$ cat src/rtl/if_fetch.sv
// Instruction fetch unit: owns the PC, issues single-outstanding imem reads
// and buffers returned words in a small FIFO feeding the IF/ID boundary.
module if_fetch #(
  parameter logic [31:0] RESET_PC = 32'h0000_0000,
  parameter int unsigned DEPTH    = 2
) (
  input  logic        clk,
  input  logic        rst,
  input  logic        jump_en,
  input  logic [31:0] jump_addr,
  input  logic        stall,
  output logic        imem_req,
  output logic [31:0] imem_addr,
  input  logic        imem_gnt,
  input  logic        imem_rvalid,
  input  logic [31:0] imem_rdata,
  output logic [31:0] pcAddr,
  output logic [31:0] instr,
  output logic        if_dWrite
);

  localparam int unsigned AW = (DEPTH > 1) ? $clog2(DEPTH) : 1;
  localparam int unsigned CW = AW + 1;
  localparam logic [CW:0] DEPTH_C = (CW + 1)'(DEPTH);

  logic [31:0]   fetch_pc;
  logic [31:0]   req_pc;
  logic          outstanding;
  logic          discard;
  logic [31:0]   fifo_pc    [DEPTH];
  logic [31:0]   fifo_instr [DEPTH];
  logic [AW-1:0] rd_ptr;
  logic [AW-1:0] wr_ptr;
  logic [CW-1:0] count;

  logic          pop;
  logic          push;
  logic          resp;
  logic          issue;
  logic [CW:0]   occupancy;

  always_comb begin
    pop       = !stall && (count != '0) && !jump_en;
    // A slot is reserved for every granted request, so the FIFO cannot overflow.
    occupancy = {1'b0, count} + {{CW{1'b0}}, outstanding} - {{CW{1'b0}}, pop};
    imem_req  = rst && !jump_en && (!outstanding || imem_rvalid) && (occupancy < DEPTH_C);
    issue     = imem_req && imem_gnt;
    resp      = imem_rvalid && outstanding && !jump_en;
    push      = resp && !discard;
    imem_addr = fetch_pc;
    pcAddr    = (count != '0) ? fifo_pc[rd_ptr]    : '0;
    instr     = (count != '0) ? fifo_instr[rd_ptr] : '0;
    if_dWrite = (count == '0) | jump_en;
  end

  always_ff @(posedge clk) begin
    if (push) begin
      fifo_pc[wr_ptr]    <= req_pc;
      fifo_instr[wr_ptr] <= imem_rdata;
    end
  end

  always_ff @(posedge clk or negedge rst) begin
    if (!rst) begin
      fetch_pc    <= RESET_PC;
      req_pc      <= '0;
      outstanding <= 1'b0;
      discard     <= 1'b0;
      count       <= '0;
      rd_ptr      <= '0;
      wr_ptr      <= '0;
    end else if (jump_en) begin
      fetch_pc    <= jump_addr & ~32'h3;
      count       <= '0;
      rd_ptr      <= '0;
      wr_ptr      <= '0;
      // A response landing in the jump cycle is consumed and dropped here;
      // one still in flight is dropped later via discard.
      outstanding <= outstanding && !imem_rvalid;
      discard     <= outstanding && !imem_rvalid;
    end else begin
      if (issue) begin
        outstanding <= 1'b1;
        req_pc      <= fetch_pc;
        fetch_pc    <= fetch_pc + 32'd4;
      end else if (resp) begin
        outstanding <= 1'b0;
      end
      if (resp)
        discard <= 1'b0;
      if (push)
        wr_ptr <= wr_ptr + 1'b1;
      if (pop)
        rd_ptr <= rd_ptr + 1'b1;
      if (push && !pop)
        count <= count + 1'b1;
      else if (pop && !push)
        count <= count - 1'b1;
    end
  end

endmodule
$ cat config.mk
export PLATFORM = sky130hd
export DESIGN_NAME = if_fetch
export DESIGN_NICKNAME = d
export VERILOG_FILES = /design/src/rtl/if_fetch.sv
export SDC_FILE = /design/constraint.sdc
export NUM_CORES = 1
export LEC_CHECK = 0
export ABC_AREA = 1
export CORE_MARGIN = 2
export CORE_UTILIZATION = 47
export DETAILED_ROUTE_END_ITERATION = 10
export PLACE_DENSITY = 0.86
export SKIP_LAST_GASP = 1
export SYNTH_ARGS = -nofsm -noshare
export SYNTH_HDL_FRONTEND = slang
export SYNTH_SLANG_ARGS = --single-unit
$ cat constraint.sdc
create_clock -name clk -period 6.87 [get_ports clk]
set_clock_uncertainty 0.15 [all_clocks]
set_input_delay 2.061 -clock clk [delete_from_list [all_inputs] [get_ports clk]]
set_output_delay 2.061 -clock clk [all_outputs]
set_load 0.02 [all_outputs]
==> GITHUB_STEP_SUMMARY, run 1 <==
### Flow metrics

| Metric | Value |
|---|---|
| Share of cells above drive strength 1 | `6.71%` |
| Reg2Reg Launch Point | `count[1]` |
| CP delay by family, top | `buffers and inverters` |
| Part of the power in registers | `between 30% and 40%` |
| GRT Residual Overflow | `0` |
| Crit. End Element | `primary output` |
| Warnings, synthesis | `0` |
| Status | `completed` |
| Final slew viol count | `0` |
| AO/OA Area Share | `6.50%` |
| GRT busiest layer | `met2` |
| Worst slew pin tran | `1.17 ns` |
| CP arrival | `4.54 ns` |
| Pwr/cell area | `364 nW/µm²` |
| CTS Buffer Depth | `2` |
| Minimum clock period | `6.75 ns` |
| Clk pwr | `0.00102 W` |
| YS chip area | `8370 µm²` |
| Comb pwr | `0.00135 W` |
| CP bufs+invs | `3` |
| FF/Latch Area | `between 5000 and 6000 µm²` |
| Stage-log warning count | `28` |
| Met3 WL post-DR | `~1600 µm` |
| Hold Crit Start | `req_pc[22]` |
| Detailed Route Iter0 Violations | `roughly 500` |
| End of the critical path | `imem_req` |
| Asr flop ratio synth | `34.7%` |
==> run 1: metrics by stage <==
step	worst slack, ns	instances	cell area (µm²)	setup TNS, ns
global route	0.0684	1253	10800	0
floorplan	0.931	868	8390	0
CTS	0.149	1253	10800	0
global placement	0.0305	1221	10200	0
finish	0.123	1253	10800	0
detailed placement	-0.118	1221	10200	-0.118
==> run 1: worst reg2reg max path, cell delays in order, from the launching register on <==
cell     delay, ns
dfrtp_1       0.44
inv_2         0.08
nand2_1       0.14
nand2_1       0.11
nor2_1        0.14
ha_1          0.25
or2_2         0.32
fa_1          0.54
nand3_1       0.18
nor3_4        0.82
buf_4         0.31
nand2_1       0.06
nand3_1       0.07
==> run 1: cell usage after synthesis, types with 3 or more instances <==
| library cell | n | area (µm²) |
|---|---|---|
| nand2_1 | 339 | 1270 |
| edfxtp_1 | 124 | 3720 |
| dfrtp_1 | 66 | 1650 |
| a21oi_1 | 64 | 320 |
| nand3_1 | 55 | 275 |
| nor2_1 | 51 | 191 |
| inv_1 | 39 | 146 |
| clkbuf_1 | 25 | 93.8 |
| o21ai_0 | 15 | 75.1 |
| o21ai_1 | 15 | 75.1 |
| buf_2 | 8 | 40.0 |
| xor2_1 | 7 | 61.3 |
| buf_4 | 6 | 45.0 |
| inv_2 | 6 | 22.5 |
| nor2_4 | 6 | 67.6 |
| nand2_2 | 5 | 31.3 |
| o211ai_1 | 4 | 30.0 |
| nand4_1 | 3 | 18.8 |
| or2_2 | 3 | 18.8 |
==> run 1: timing repair <==
item / 4_1_cts / 5_1_grt
setup endpoints to repair: 1 / 0
resized: 1 / 0
hold endpoints to repair: 0 / 0
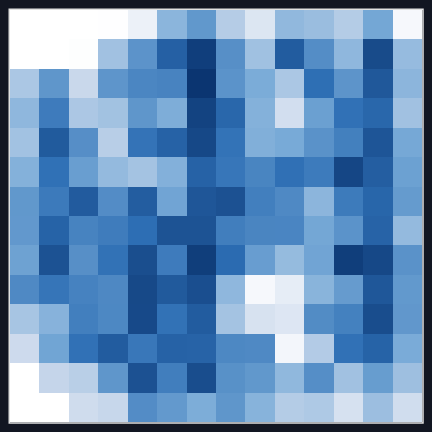
Fig. 1. Cell density map (run 1).
Scale: 3 px per µm. The die is cut into 14 by 14 equal tiles; white is low, dark blue is high, 0 to 100% covered.
- tiles over 75% full: 23%
- fullest tile: 98%
- nearly empty tiles: 5.1%
- emptiest ninth of the die: top left
- mean over tiles: 56%
core area: 17400 µm²
final core occ: 62.2%
floorplan core density: 48.2%

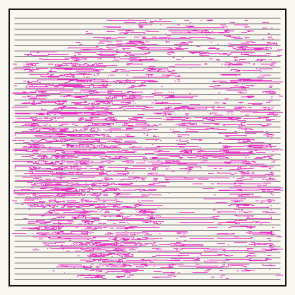
Fig. 2. The metal 1 layer (run 1).
Scale: 2 px per µm. Supply wires on this layer in gray.
- share of all routed wire: 44%
- longest straight run: 33.8 µm
via count: 6431
met1 GRT Util: 28.7%

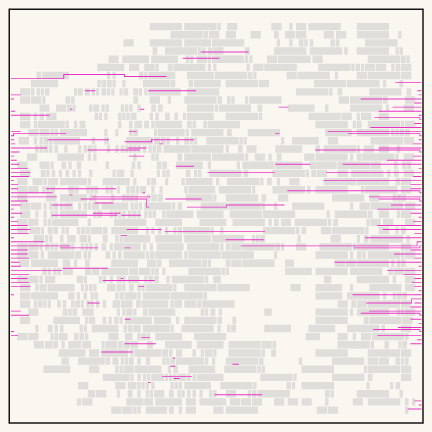
Fig. 3. Met3 routing (run 1).
Scale: 3 px per µm.
- share of all routed wire: 7.7%
- longest straight run: 58.7 µm
- nets with wire on the layer: 150
- main direction: horizontal
final wirelength: 20200 µm
M3 GR Usage: 5.41%

## Run 2: what changed since run 1
--- a/config.mk
+++ b/config.mk
@@ -8,6 +8,7 @@
 export ABC_AREA = 1
 export CORE_MARGIN = 2
 export CORE_UTILIZATION = 47
+export CTS_CLUSTER_DIAMETER = 30
 export DETAILED_ROUTE_END_ITERATION = 10
 export PLACE_DENSITY = 0.86
 export SKIP_LAST_GASP = 1
==> run 2 against run 1 <==
Against the previous run: wire length is the same; combinational power hardly changed; cell count unchanged; first-iteration DRC count unchanged; clock power about the same; global-route usage unchanged; sequential share of layout area unchanged; synthesized cell count unchanged; maximum frequency is the same; sequential cell count unchanged; worst setup slack unchanged; power unchanged; largest cell class unchanged.
==> GITHUB_STEP_SUMMARY, run 2 <==
### Flow metrics

| Metric | Value |
|---|---|
| Worst slew pin tran | `1.17 ns` |
| Post-synth top area cell | `edfxtp_1` |
| Post-DP Area | `10200 µm²` |
| Stage-log warning count | `28` |
| Core area | `17400 µm²` |
| Most frequent cell after synthesis | `nand2_1` |
| Crit. End Element | `primary output` |
| Asr flop ratio synth | `between 30% and 40%` |
| Pre-CTS WS | `-0.118 ns` |
| Warnings, synthesis | `0` |
| CP arrival | `4.54 ns` |
| Final wirelength | `20200 µm` |
| CP bufs+invs | `3` |
| Reg2Reg Launch Point | `count[1]` |
| Fin cells | `1253` |
| Part of the power in registers | `39.7%` |
| Detailed Route Iter0 Violations | `490` |
| Share of cells above drive strength 1 | `6.71%` |
| CTS Buffer Depth | `2` |
| Floorplan core density | `slightly below 50%` |
| Status | `completed` |
| Setup slack after layout | `0.123 ns` |
| Final slew viol count | `0` |
## run 2: cell counts in the layout (fill, tap and decap cells not counted)
No cell type changed its count.
## run 2: per-layer routing
layer | GRT usage, % | routed length (µm) | vias to the layer above
met5 | 0 | 0 | -
met4 | 6.70 | 237 | 0
met3 | 5.41 | 1560 | 23
met2 | 35.6 | 9550 | 206
met1 | 28.7 | 8900 | 3050
li1 | - | - | 3152
## run 2: power groups by stage
stage / Sequential [W] / Clock [W] / Combinational [W]
after detailed placement: 0.00158 / 0 / 0.00136
after global placement: 0.00156 / 0 / 0.00133
after global routing: 0.00158 / 0.00108 / 0.00147
final: 0.00156 / 0.00102 / 0.00135
after CTS: 0.00156 / 0.00103 / 0.00137
after floorplan: 0.00157 / 0 / 0.000730
## run 2: cell families after synthesis
family / after synthesis / synth area share, %
and+or+nand+nor: 471 / 23.4
DFF: 190 / 64.2
AOI/OAI and AO/OA: 104 / 6.50
buffers and inverters: 88 / 4.47
xor gates and xnor gates: 8 / 0.837
adders and majority gates: 3 / 0.538
other: 1 / 0.0448
## run 2: cell type report
cell class,instances,area (µm²),area share (%)
inverters,46,175,1.62
clock inverters,7,96.3,0.893
clock buffers,25,529,4.91
repair buffers,170,1670,15.5
multi-input cells,590,2660,24.6
well taps,225,282,2.61
flip-flops and latches,190,5380,49.8
## run 2: final timing paths
kind	endpoint	slack, ns	depth (start not counted)
setup / recovery	imem_req	0.12	10
max in group asynchronous	rd_ptr	4.27	2
setup reg to reg	imem_addr[15]	3.20	12
hold / removal	fifo_pc[0][22]	0.32	0
min in group asynchronous	imem_addr[4]	1.71	2
hold reg to reg	fifo_pc[0][22]	0.32	0
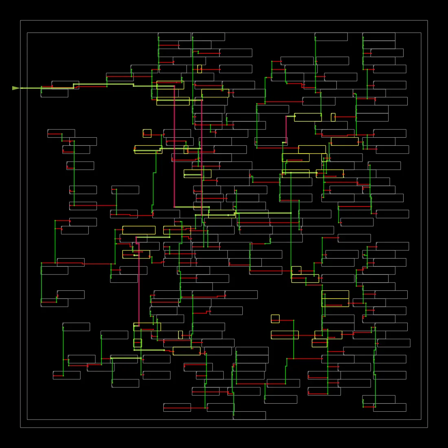
Fig. 4. Clock routing (run 2).
# clock sinks: 190
insertion delay at the late pin of the worst-skew pair: 0.42 ns
Clock buffer cells: 25
TritonCTS Buffers: 17
Seq cells: 190

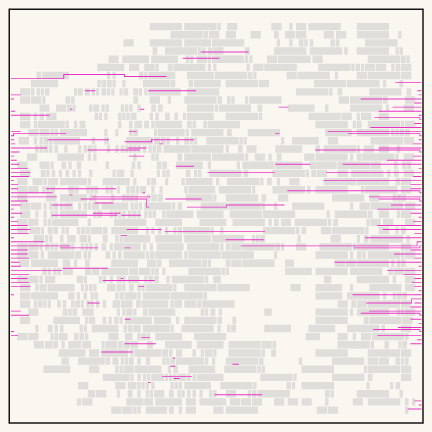
Fig. 5. Met3 routing (run 2).
Scale: 3 px per µm.
- wire length on this layer: 1560 µm
- main direction: horizontal
- share of all routed wire: 7.7%
- longest straight run: 58.7 µm

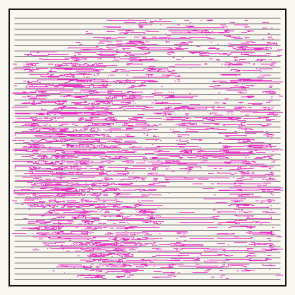
Fig. 6. The metal 1 layer (run 2).
Scale: 2 px per µm. Supply wires on this layer in gray.
- wire length on this layer: 8900 µm
- longest straight run: 33.8 µm
- nets with wire on the layer: 962
- main direction: horizontal

## Run 3: what changed since run 2
--- a/config.mk
+++ b/config.mk
@@ -5,12 +5,12 @@
 export SDC_FILE = /design/constraint.sdc
 export NUM_CORES = 1
 export LEC_CHECK = 0
-export ABC_AREA = 1
 export CORE_MARGIN = 2
 export CORE_UTILIZATION = 47
 export CTS_CLUSTER_DIAMETER = 30
+export CTS_CLUSTER_SIZE = 8
 export DETAILED_ROUTE_END_ITERATION = 10
-export PLACE_DENSITY = 0.86
+export PLACE_DENSITY = 0.87
 export SKIP_LAST_GASP = 1
 export SYNTH_ARGS = -nofsm -noshare
 export SYNTH_HDL_FRONTEND = slang
==> constraint.sdc (replaced) <==
create_clock -name clk -period 8 [get_ports clk]
set_clock_uncertainty 0.15 [all_clocks]
set_input_delay 2.4 -clock clk [delete_from_list [all_inputs] [get_ports clk]]
set_output_delay 2.4 -clock clk [all_outputs]
set_load 0.02 [all_outputs]
==> run 3 against run 2 <==
Against the previous run: cell count decreased by 18%; sequential power down 24%; critical endpoint unchanged; power decreased by 43%; worst hold slack lost 0.0016 ns; critical path depth decreased by 1; global-route usage shrank 2.0 points; clock-buffer cell count is 7 lower; register-to-register slack gained 0.62 ns; via count is 16% lower.
==> GITHUB_STEP_SUMMARY, run 3 <==
### Flow metrics

| Metric | Value |
|---|---|
| End of the critical path | `imem_req` |
| YS chip area | `7950 µm²` |
| Share of cells above drive strength 1 | `6.87%` |
| Cts repair resizes | `0` |
| Status | `completed` |
| FF/Latch Area | `5380 µm²` |
| Stage-log warning count | `28` |
| Worst slew pin tran | `~1.1 ns` |
| Placed instance count | `about 990` |
| Warnings, synthesis | `0` |
| Crit. End Element | `primary output` |
| Setup slack after layout | `0.437 ns` |
| CTS Buffer Depth | `2` |
| Final slew viol count | `0` |
| XORs/XNORs by Area | `1.54%` |
| Max-area cell share | `46.8%` |
| CP arrival | `5.01 ns` |
| Grt met2 use | `31.9%` |
| Detailed Route Iter0 Violations | `between 300 and 400` |
| Flop2flop setup slack | `3.82 ns` |
| WL met2 | `8480 µm` |
| Main logic family after synthesis | `simple AND/OR/NAND/NOR gates` |
| AO/OA Area Share | `4.75%` |
| MUX area fraction | `8.43%` |
| FA/HA/MAJ Cells, Area Fraction | `0.566%` |
| Main area contributors | `edfxtp_1 47%, dfrtp_1 21%, mux2i_1 8.4%` |
| Met1 GRT Util | `25.6%` |
| Met3 WL post-DR | `1070 µm` |
| R2r worst-path depth | `11` |
| Worst R2R End | `imem_addr[6]` |
| Core area | `16600 µm²` |
| GRT Residual Overflow | `0` |
| Uppermost layer routed | `met4` |
| GRT busiest layer | `met2` |
| Top post-synthesis cells by count | `124 x edfxtp_1, 117 x nand2_1, 77 x nor2_1, 67 x mux2i_1, 66 x dfrtp_1` |
| Fin cells | `1022` |
| Metal-1 WL | `7370 µm` |
==> run 3: netlist changes by cell type after synthesis, sizes merged, moves of 6 or more <==
cell / delta
a21oi: -59
inv: -41
mux2i: +67
nand2: -228
nand3: -39
nand4: +6
nor2: +17
nor4: +7
==> run 3: worst min-delay path by stage <==
stage / start / end / cells after the start
after global routing: req_pc[10] / fifo_pc[1][10] / 0
after CTS: req_pc[26] / fifo_pc[0][26] / 0
final: req_pc[19] / fifo_pc[0][19] / 0
after detailed placement: req_pc[22] / fifo_pc[0][22] / 0
after global placement: req_pc[18] / fifo_pc[1][18] / 0
after floorplan: req_pc[10] / fifo_pc[0][10] / 0
==> run 3: critical path, cell delays in order <==
cell and delay, ns:
clkdlybuf4s50_1 0.59, nor2_1 0.09, ha_1 0.27, nand2b_1 0.16, fa_1 0.38, xnor2_1 0.27, nand2_1 0.09, nor2_1 0.14
clkdlybuf4s50_1 0.63
==> run 3: per-stage QoR <==
stage          hold WS (ns)  total power [W]  util [%]
6_report              0.323          0.00225      62.5
5_1_grt               0.340          0.00234      62.5
4_1_cts               0.327          0.00227      62.5
3_5_place_dp          0.308          0.00144      59.0
3_3_place_gp          0.300          0.00143      59.0
2_1_floorplan         0.292          0.00131         -
==> run 3: power by group <==
group / leakage [nW] / total (W) / internal, W / switching [W]
Sequential: 1.95 / 0.00119 / 0.00112 / 0.0000651
Clock: 0.288 / 0.000822 / 0.000454 / 0.000368
Combinational: 1.51 / 0.000236 / 0.000113 / 0.000123
Total: 3.75 / 0.00225 / 0.00169 / 0.000557
==> run 3: cell type report <==
cell class	instances	share of cell area, %
clock inverter	14	1.26
tap	220	2.66
multi-input combinational	405	23.6
clock buffer	18	4.35
timing repair buffer	169	16.0
sequential	190	51.9
antenna	1	0.0242
inverter	5	0.181
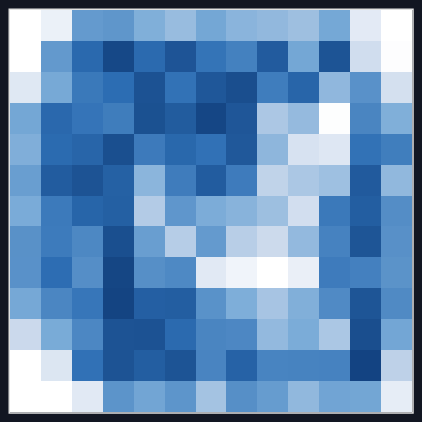
Fig. 7. Cell density map (run 3).
Scale: 3 px per µm. The die is cut into 13 by 13 equal tiles; white is low, dark blue is high, 0 to 100% covered.
- fullest tile: 92%
- mean over tiles: 56%
- nearly empty tiles: 5.3%
- emptiest ninth of the die: top right
- tiles over 75% full: 27%

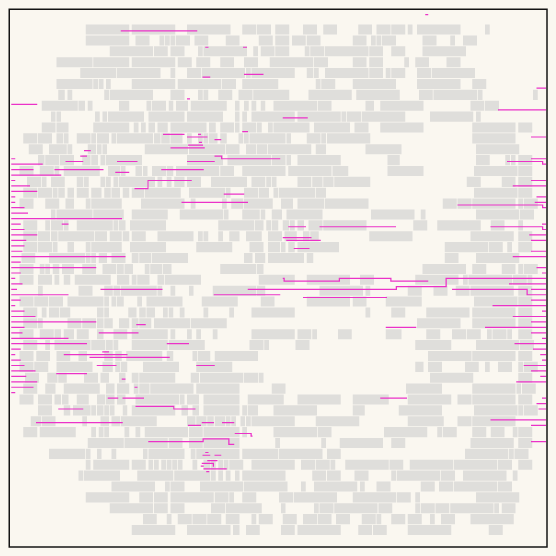
Fig. 8. Met3 routing (run 3).
Scale: 4 px per µm.
- longest straight run: 37.0 µm
- main direction: horizontal
- wire length on this layer: 1070 µm
- nets with wire on the layer: 131
M3 GR Usage: 4.95%
via count: 5408
final wirelength: 17200 µm

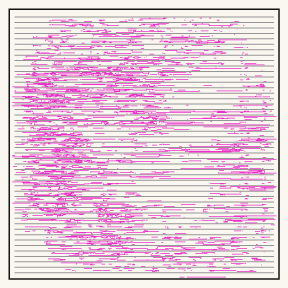
Fig. 9. The metal 1 layer (run 3).
Scale: 2 px per µm. Supply wires on this layer in gray.
- nets with wire on the layer: 756
- share of all routed wire: 43%
- main direction: horizontal
- wire length on this layer: 7370 µm
- longest straight run: 52.4 µm

Power is estimated from default activity; no workload was simulated.
